**config.mk**
```make
export PLATFORM = sky130hd
export DESIGN_NAME = csr_unit
export DESIGN_NICKNAME = d
export VERILOG_FILES = /design/src/rtl/csr_pkg.sv /design/src/rtl/csr_counter64.sv /design/src/rtl/csr_unit.sv
export SDC_FILE = /design/constraint.sdc
export NUM_CORES = 1
export LEC_CHECK = 0
export CORE_ASPECT_RATIO = 0.5
export CORE_MARGIN = 2
export CORE_UTILIZATION = 58
export CTS_BUF_LIST = sky130_fd_sc_hd__clkbuf_8
export CTS_CLUSTER_DIAMETER = 100
export DETAILED_ROUTE_END_ITERATION = 8
export PLACE_DENSITY_LB_ADDON = 0.3
export SETUP_SLACK_MARGIN = 0.1
export SYNTH_ARGS = -nofsm -noshare
export SYNTH_HDL_FRONTEND = slang
export SYNTH_HIERARCHICAL = 1
export SYNTH_SLANG_ARGS = --single-unit
```
**constraint.sdc**
```tcl
create_clock -name clk -period 14.76 [get_ports clk]
set_clock_uncertainty 0.15 [all_clocks]
set_input_delay 2.214 -clock clk [delete_from_list [all_inputs] [get_ports clk]]
set_output_delay 2.214 -clock clk [all_outputs]
set_load 0.02 [all_outputs]
```
**src/rtl/csr_pkg.sv**
```systemverilog
// rtl/csr_pkg.sv - CSR opcodes, addresses, field masks and read-modify-write helper
package csr_pkg;

  typedef enum logic [2:0] {
    CSROP_NONE = 3'b000,
    CSRRW      = 3'b001,
    CSRRS      = 3'b010,
    CSRRC      = 3'b011,
    CSRRWI     = 3'b101,
    CSRRSI     = 3'b110,
    CSRRCI     = 3'b111
  } csrop_t;

  localparam logic [11:0] CSR_MSTATUS   = 12'h300;
  localparam logic [11:0] CSR_MIE       = 12'h304;
  localparam logic [11:0] CSR_MTVEC     = 12'h305;
  localparam logic [11:0] CSR_MSCRATCH  = 12'h340;
  localparam logic [11:0] CSR_MEPC      = 12'h341;
  localparam logic [11:0] CSR_MCAUSE    = 12'h342;
  localparam logic [11:0] CSR_MTVAL     = 12'h343;
  localparam logic [11:0] CSR_MVENDORID = 12'hF11;
  localparam logic [11:0] CSR_MARCHID   = 12'hF12;
  localparam logic [11:0] CSR_MIMPID    = 12'hF13;
  localparam logic [11:0] CSR_MHARTID   = 12'hF14;
  localparam logic [11:0] CSR_MCYCLE    = 12'hB00;
  localparam logic [11:0] CSR_MINSTRET  = 12'hB02;
  localparam logic [11:0] CSR_MCYCLEH   = 12'hB80;
  localparam logic [11:0] CSR_MINSTRETH = 12'hB82;
  localparam logic [11:0] CSR_CYCLE     = 12'hC00;
  localparam logic [11:0] CSR_INSTRET   = 12'hC02;
  localparam logic [11:0] CSR_CYCLEH    = 12'hC80;
  localparam logic [11:0] CSR_INSTRETH  = 12'hC82;

  localparam int MSTATUS_MIE_BIT  = 3;
  localparam int MSTATUS_MPIE_BIT = 7;

  localparam logic [31:0] MSTATUS_WMASK   = 32'h0000_0088;
  localparam logic [31:0] MSTATUS_RO_ONES = 32'h0000_1800;
  localparam logic [31:0] MIE_WMASK       = 32'h0000_0888;

  function automatic csrop_t gen_csrop_f(input logic [2:0] funct3);
    case (funct3)
      3'b001:  return CSRRW;
      3'b010:  return CSRRS;
      3'b011:  return CSRRC;
      3'b101:  return CSRRWI;
      3'b110:  return CSRRSI;
      3'b111:  return CSRRCI;
      default: return CSROP_NONE;
    endcase
  endfunction

  function automatic logic [31:0] csr_rmw_f(input logic [31:0] old_v,
                                            input logic [31:0] src,
                                            input csrop_t op);
    case (op[1:0])
      2'b01:   return src;
      2'b10:   return old_v | src;
      2'b11:   return old_v & ~src;
      default: return old_v;
    endcase
  endfunction

endpackage

```
**src/rtl/csr_counter64.sv**
```systemverilog
// rtl/csr_counter64.sv - 64-bit free-running counter with per-half CSR load
// A load of either half takes precedence over the increment in that cycle.
module csr_counter64 (
  input  logic        clk,
  input  logic        rst,
  input  logic        inc_i,
  input  logic        wr_lo_i,
  input  logic        wr_hi_i,
  input  logic [31:0] wdata_i,
  output logic [63:0] count_o
);

  logic [63:0] count_q, count_d;

  always_comb begin
    count_d = count_q;
    if (wr_lo_i)      count_d[31:0]  = wdata_i;
    else if (wr_hi_i) count_d[63:32] = wdata_i;
    else if (inc_i)   count_d        = count_q + 64'd1;
  end

  always_ff @(posedge clk or posedge rst) begin
    if (rst) count_q <= '0;
    else     count_q <= count_d;
  end

  assign count_o = count_q;

endmodule

```
**src/rtl/csr_unit.sv**
```systemverilog
// rtl/csr_unit.sv - machine-mode CSR file, trap entry/return and redirect
// Optional cycle/instret counters are built when CSR_COUNTERS_EN is defined.
module csr_unit
  import csr_pkg::*;
#(
  parameter int              XLEN      = 32,
  parameter logic [XLEN-1:0] MTVEC_RST = '0
) (
  input  logic            clk,
  input  logic            rst,
  input  logic            csr_en_i,
  input  csrop_t          csrop_i,
  input  logic [11:0]     csr_addr_i,
  input  logic [XLEN-1:0] rs1_data_i,
  input  logic [4:0]      rs1_zimm_i,
  output logic [XLEN-1:0] csr_rdata_o,
  output logic            illegal_o,
  input  logic            retire_i,
  input  logic            trap_i,
  input  logic [XLEN-1:0] trap_cause_i,
  input  logic [XLEN-1:0] trap_pc_i,
  input  logic [XLEN-1:0] trap_val_i,
  input  logic            mret_i,
  output logic            redirect_o,
  output logic [XLEN-1:0] redirect_pc_o
);

  logic        st_mie_q, st_mie_d, st_mpie_q, st_mpie_d;
  logic [31:0] mie_q, mie_d, mtvec_q, mtvec_d, mscratch_q, mscratch_d;
  logic [31:0] mepc_q, mepc_d, mcause_q, mcause_d, mtval_q, mtval_d;
  logic [31:0] src, old_val, new_val, mst_bits, mstatus_rd;
  logic        impl, wr_req, illegal, csr_wr;

  assign src    = csrop_i[2] ? {27'b0, rs1_zimm_i} : rs1_data_i;
  // Set/clear forms with a zero rs1 field are pure reads.
  assign wr_req = (csrop_i[1:0] == 2'b01) ||
                  ((csrop_i[1:0] != 2'b00) && (rs1_zimm_i != 5'd0));

`ifdef CSR_COUNTERS_EN
  logic [63:0] mcycle, minstret;

  csr_counter64 u_mcycle (
    .clk     (clk),
    .rst     (rst),
    .inc_i   (1'b1),
    .wr_lo_i (csr_wr && (csr_addr_i == CSR_MCYCLE)),
    .wr_hi_i (csr_wr && (csr_addr_i == CSR_MCYCLEH)),
    .wdata_i (new_val),
    .count_o (mcycle)
  );

  csr_counter64 u_minstret (
    .clk     (clk),
    .rst     (rst),
    .inc_i   (retire_i),
    .wr_lo_i (csr_wr && (csr_addr_i == CSR_MINSTRET)),
    .wr_hi_i (csr_wr && (csr_addr_i == CSR_MINSTRETH)),
    .wdata_i (new_val),
    .count_o (minstret)
  );
`else
  logic unused_retire;
  assign unused_retire = retire_i;
`endif

  always_comb begin
    mst_bits                   = '0;
    mst_bits[MSTATUS_MIE_BIT]  = st_mie_q;
    mst_bits[MSTATUS_MPIE_BIT] = st_mpie_q;
    mstatus_rd                 = MSTATUS_RO_ONES | (mst_bits & MSTATUS_WMASK);
    impl    = 1'b1;
    old_val = '0;
    case (csr_addr_i)
      CSR_MSTATUS:  old_val = mstatus_rd;
      CSR_MIE:      old_val = mie_q;
      CSR_MTVEC:    old_val = mtvec_q;
      CSR_MSCRATCH: old_val = mscratch_q;
      CSR_MEPC:     old_val = mepc_q;
      CSR_MCAUSE:   old_val = mcause_q;
      CSR_MTVAL:    old_val = mtval_q;
      CSR_MVENDORID, CSR_MARCHID, CSR_MIMPID, CSR_MHARTID: old_val = '0;
`ifdef CSR_COUNTERS_EN
      CSR_MCYCLE,    CSR_CYCLE:    old_val = mcycle[31:0];
      CSR_MCYCLEH,   CSR_CYCLEH:   old_val = mcycle[63:32];
      CSR_MINSTRET,  CSR_INSTRET:  old_val = minstret[31:0];
      CSR_MINSTRETH, CSR_INSTRETH: old_val = minstret[63:32];
`endif
      default: impl = 1'b0;
    endcase
  end

  assign illegal = csr_en_i && (!impl || ((csr_addr_i[11:10] == 2'b11) && wr_req));
  assign csr_wr  = csr_en_i && !illegal && wr_req && !trap_i && !mret_i;
  assign new_val = csr_rmw_f(old_val, src, csrop_i);

  assign csr_rdata_o   = (csr_en_i && !illegal) ? old_val : '0;
  assign illegal_o     = illegal;
  assign redirect_o    = !rst && (trap_i || mret_i);
  assign redirect_pc_o = !redirect_o ? '0 : (trap_i ? {mtvec_q[31:2], 2'b00} : mepc_q);

  // Trap beats MRET beats CSR write; lower-priority updates are simply dropped.
  always_comb begin
    st_mie_d   = st_mie_q;
    st_mpie_d  = st_mpie_q;
    mie_d      = mie_q;
    mtvec_d    = mtvec_q;
    mscratch_d = mscratch_q;
    mepc_d     = mepc_q;
    mcause_d   = mcause_q;
    mtval_d    = mtval_q;
    if (trap_i) begin
      mepc_d    = trap_pc_i & ~32'h3;
      mcause_d  = trap_cause_i;
      mtval_d   = trap_val_i;
      st_mpie_d = st_mie_q;
      st_mie_d  = 1'b0;
    end else if (mret_i) begin
      st_mie_d  = st_mpie_q;
      st_mpie_d = 1'b1;
    end else if (csr_wr) begin
      case (csr_addr_i)
        CSR_MSTATUS: begin
          st_mie_d  = new_val[MSTATUS_MIE_BIT];
          st_mpie_d = new_val[MSTATUS_MPIE_BIT];
        end
        CSR_MIE:      mie_d      = new_val & MIE_WMASK;
        CSR_MTVEC:    mtvec_d    = new_val & ~32'h3;
        CSR_MSCRATCH: mscratch_d = new_val;
        CSR_MEPC:     mepc_d     = new_val & ~32'h3;
        CSR_MCAUSE:   mcause_d   = new_val;
        CSR_MTVAL:    mtval_d    = new_val;
        default: ;
      endcase
    end
  end

  always_ff @(posedge clk or posedge rst) begin
    if (rst) begin
      st_mie_q   <= 1'b0;
      st_mpie_q  <= 1'b0;
      mie_q      <= '0;
      mtvec_q    <= {MTVEC_RST[31:2], 2'b00};
      mscratch_q <= '0;
      mepc_q     <= '0;
      mcause_q   <= '0;
      mtval_q    <= '0;
    end else begin
      st_mie_q   <= st_mie_d;
      st_mpie_q  <= st_mpie_d;
      mie_q      <= mie_d;
      mtvec_q    <= mtvec_d;
      mscratch_q <= mscratch_d;
      mepc_q     <= mepc_d;
      mcause_q   <= mcause_d;
      mtval_q    <= mtval_d;
    end
  end

endmodule

```
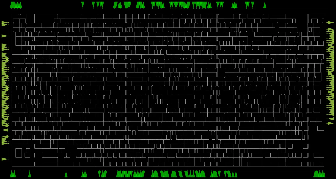
final_placement.png
Tap Count: 234
site row count: 34

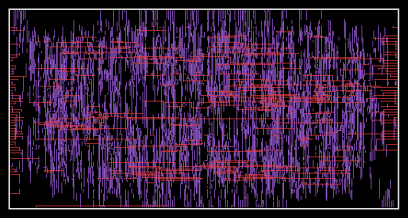
metal_stack.png
Drawn at 2 px/um. Only two layers are drawn.
Key: met3 = red [wire length 3490 um]; met2 = purple [wire length 15300 um]
final WL: 33.5 mm
Tot GR Track Use: 34.9%
via count: 9843
Routed wire per std cell: 22.0 um

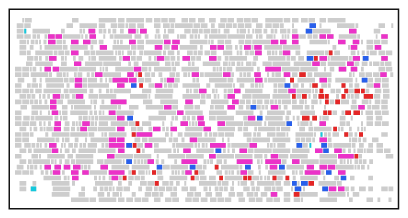
gate_families.png
Drawn at 2 px/um.
Key: AND and OR gates = red [cells 48]; multiplexers = magenta [cells 148, where spread over the die]; inverters = cyan [cells 4]; AND-OR and OR-AND gates = blue [cells 27]

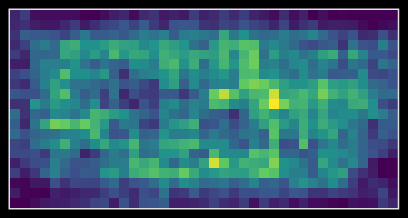
wire_density.png
Drawn at 2 px/um. 39 x 20 tiles, from dark purple (low) to yellow (high), scaled to the fullest tile. Values are wire area over tile area, all layers added.
3.1% of the tiles are nearly empty. The mean over all tiles is 0.30. The densest ninth of the die: east. The fullest tile reaches 0.82. 24% of the tiles are over half the peak.

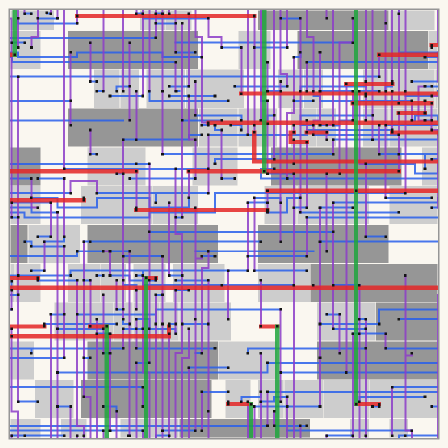
zoom.png
Region (82, 34) to (112, 64) um. Cells in gray, sequential cells in the stronger gray; small squares are vias.
Key: met4 = green; met1 = blue; met2 = purple; met3 = red
Netlist names of flops here include mscratch_q (3), mtval_q (3), mcause_q (2). Sequential cells in the window: 12. Most frequent: a21oi_1 (13), dfrtp_1 (12), mux2_2 (8). 65 logic cells have their middle in the window.

==> results.yml <==
# synthesis and place-and-route metrics
run_status:
  status: "completed"
worst_setup_path:
  cp_slowest_cell: "clkdlybuf4s50_1"
  cp-start-kind: "input pin"
  worst-path-max-fanout: 22
  crit_family: "buffers and inverters"
  slowest_delay_ns: 0.89
  path_cells: "clkdlybuf4s50_1 -> or3b_2 -> a211oi_1 -> o21ai_0 -> a22oi_1 -> buf_4 -> nand2_1 -> a21oi_1 -> clkdlybuf4s50_1"
  crit_buf_inv: 3
  endpoint_kind: "primary output"
  required_ns: 12.40
  cp_common_cell: "clkdlybuf4s50_1"
  crit_arrival_ns: 6.30
sta:
  hold_viol: 0
  slew_headroom_pct: 12.7
  fin_crit_sh_pct: 58.7
  rsz0062_at_grt: "false"
  setup-tns-final_ns: 0
  worstMarginPinSlew_ns: 1.30
placed_design:
  place_congestion: 0.899
  port_buffers: 214
  placed_area_um2: 12600
  dp.final_hpwl_mm: 21.1
  dp.cells: 1489
logic_synthesis:
  top_logic_kind: "simple AND/OR/NAND/NOR gates"
  ys_ff: 161
  postSynthSeqShare_pct: 38.5
  post_synth.cell_area_avg_um2: 9.30
  async_flop_share_pct: 100
  synth_cell_types: 60
  ys_sh_adder_pct: 0
  yosys-stat-area_um2: 10500
  edf_count: 0
  syn_inst: 1125
  ff_type: "dfrtp_1"
  xor_share_pct: 2.60
  ys_sh_aoi_pct: 18.4
  yosysTopAreaCellShare_pct: 38.5
  ys_sh_mux_pct: 16.5
  ys_warn_count: 6
  simple_gate_share_pct: 19.1
  yosys_cells: 1125
final_layout:
  final_cell_mix: "clkdlybuf4s50_1 (209), a21oi_1 (164), dfrtp_1 (161), nor2b_1 (112), nand2_1 (101)"
  final_cells: 1521
  fill_cells: 1274
  lay_top_count: "clkdlybuf4s50_1"
  regArea_um2: 4030
  fin_util_pct: 74.0
  nNetsFinal: 1428
  comb_area_um2: 5970
  syn_to_final_growth_pct: 24.0
clocking:
  clock_latency_ns: 0.46
  hold_buffers: 0
  clock_sinks: 161
  numCtsBuffers: 17
  cts.clk_slew.worst_paths_ns: 0.09
  cts_setup_buffers: 0
  tritoncts: "yes"
detailed_routing:
  dr.pass1.iters: 5
  drtIter0Drc: 896
  antenna_left: 0
  drc_errors: 0
global_routing:
  grt_remaining_overflow: 0
  grtUsageMet2_pct: 56.2
  grt_max_degree: 104
  met1_usage_pct: 46.5
  grt_pass1_vias: 9925
  met3_usage_pct: 7.22
  grt_pass1_wl_mm: 52.5
  antenna_found_initial: 0
die:
  fp_util_pct: 59.7
  die_w_um: 194
  fp.dieH_um: 99.0
flow_run:
  tool_warnings: 31
pwr:
  powerDensity_nw_per_um2: 78.0
  ir_drop_mv: 0.0634
-- Yosys cell counts, drive strengths merged (3+ instances only) --
cell     number
a211oi        4
a21oi       169
a221o         5
a22o         15
a22oi        49
a2bb2oi      20
a32oi         4
and2         13
and3         13
buf          53
clkbuf       49
dfrtp       161
inv           4
mux2         77
mux2i        59
mux4         12
nand2       101
nand2b       12
nand3         6
nand3b        4
nor2         59
nor2b       112
nor3         12
nor3b         4
nor4          7
nor4bb        3
o21ai        18
o22ai         5
o31a          3
o31ai         4
or2           6
or3           4
or3b          4
or4           3
or4b          3
xnor2        26
xor2          5
-- layout make-up --
| cell class | count | area share, % |
|---|---|---|
| Inverter | 4 | 0.154 |
| Clock buffer | 20 | 2.12 |
| Tap cell | 234 | 2.26 |
| Multi-Input combinational cell | 859 | 46.1 |
| Clock inverter | 12 | 0.955 |
| Sequential cell | 161 | 31.1 |
| Timing Repair Buffer | 231 | 17.4 |
-- cell families (layout without fill, tap and decap cells) --
kind of cell,count (synthesis),in the layout
AND/OR/NAND/NOR,373,373
AND-OR/OR-AND,305,305
flip-flops,161,161
multiplexers,148,148
buffers and inverters,106,267
XOR/XNOR,31,31
other,1,2
-- registers in the layout, summed over array words and instances (netlist names) --
| name | cells |
|---|---|
| mcause_q | 32 |
| mepc_q | 30 |
| mie_q | 3 |
| mscratch_q | 32 |
| mtval_q | 32 |
| mtvec_q | 30 |
| st_mie_q | 1 |
| st_mpie_q | 1 |
-- stage by stage --
step                      hold slack, ns  setup WS [ns]  total power, mW
after CTS                          0.335           6.24             1.01
final                              0.341           6.09             1.01
after floorplan                    0.292           5.37            0.601
after global placement             0.311           6.26            0.675
after detailed placement           0.313           6.24            0.682
after global routing               0.377           5.89             1.05
-- final timing paths --
check	from	to	slack, ns	cells past startpoint
worst max-delay path	csr_addr_i[2]	csr_rdata_o[26]	6.09	9
worst min-delay path	mscratch_q[7]	mscratch_q[7]	0.34	2
worst max register to register	mscratch_q[7]	mepc_q[7]	12.10	6
worst min register to register	mscratch_q[7]	mscratch_q[7]	0.34	2
max in group asynchronous	rst	mepc_q[31]	11.23	3
min in group asynchronous	rst	mepc_q[21]	2.01	2
-- worst min-delay path, cell delays in order, from the launching register on --
cell     delay [ns]
dfrtp_1        0.35
nand2_1        0.05
o21ai_0        0.06
-- where the power goes --
group          internal, mW  switching, mW
combinational        0.0983         0.0994
clock                 0.150          0.184
sequential            0.464         0.0151
-- per-layer routing --
layer | up-vias | part of all wire [%]
met5 | - | 0
met3 | 95 | 10
met4 | 0 | 3.2
met2 | 632 | 46
li1 | 4321 | -
met1 | 4795 | 41
No activity file was given, so power comes from the tool's default toggle rates.
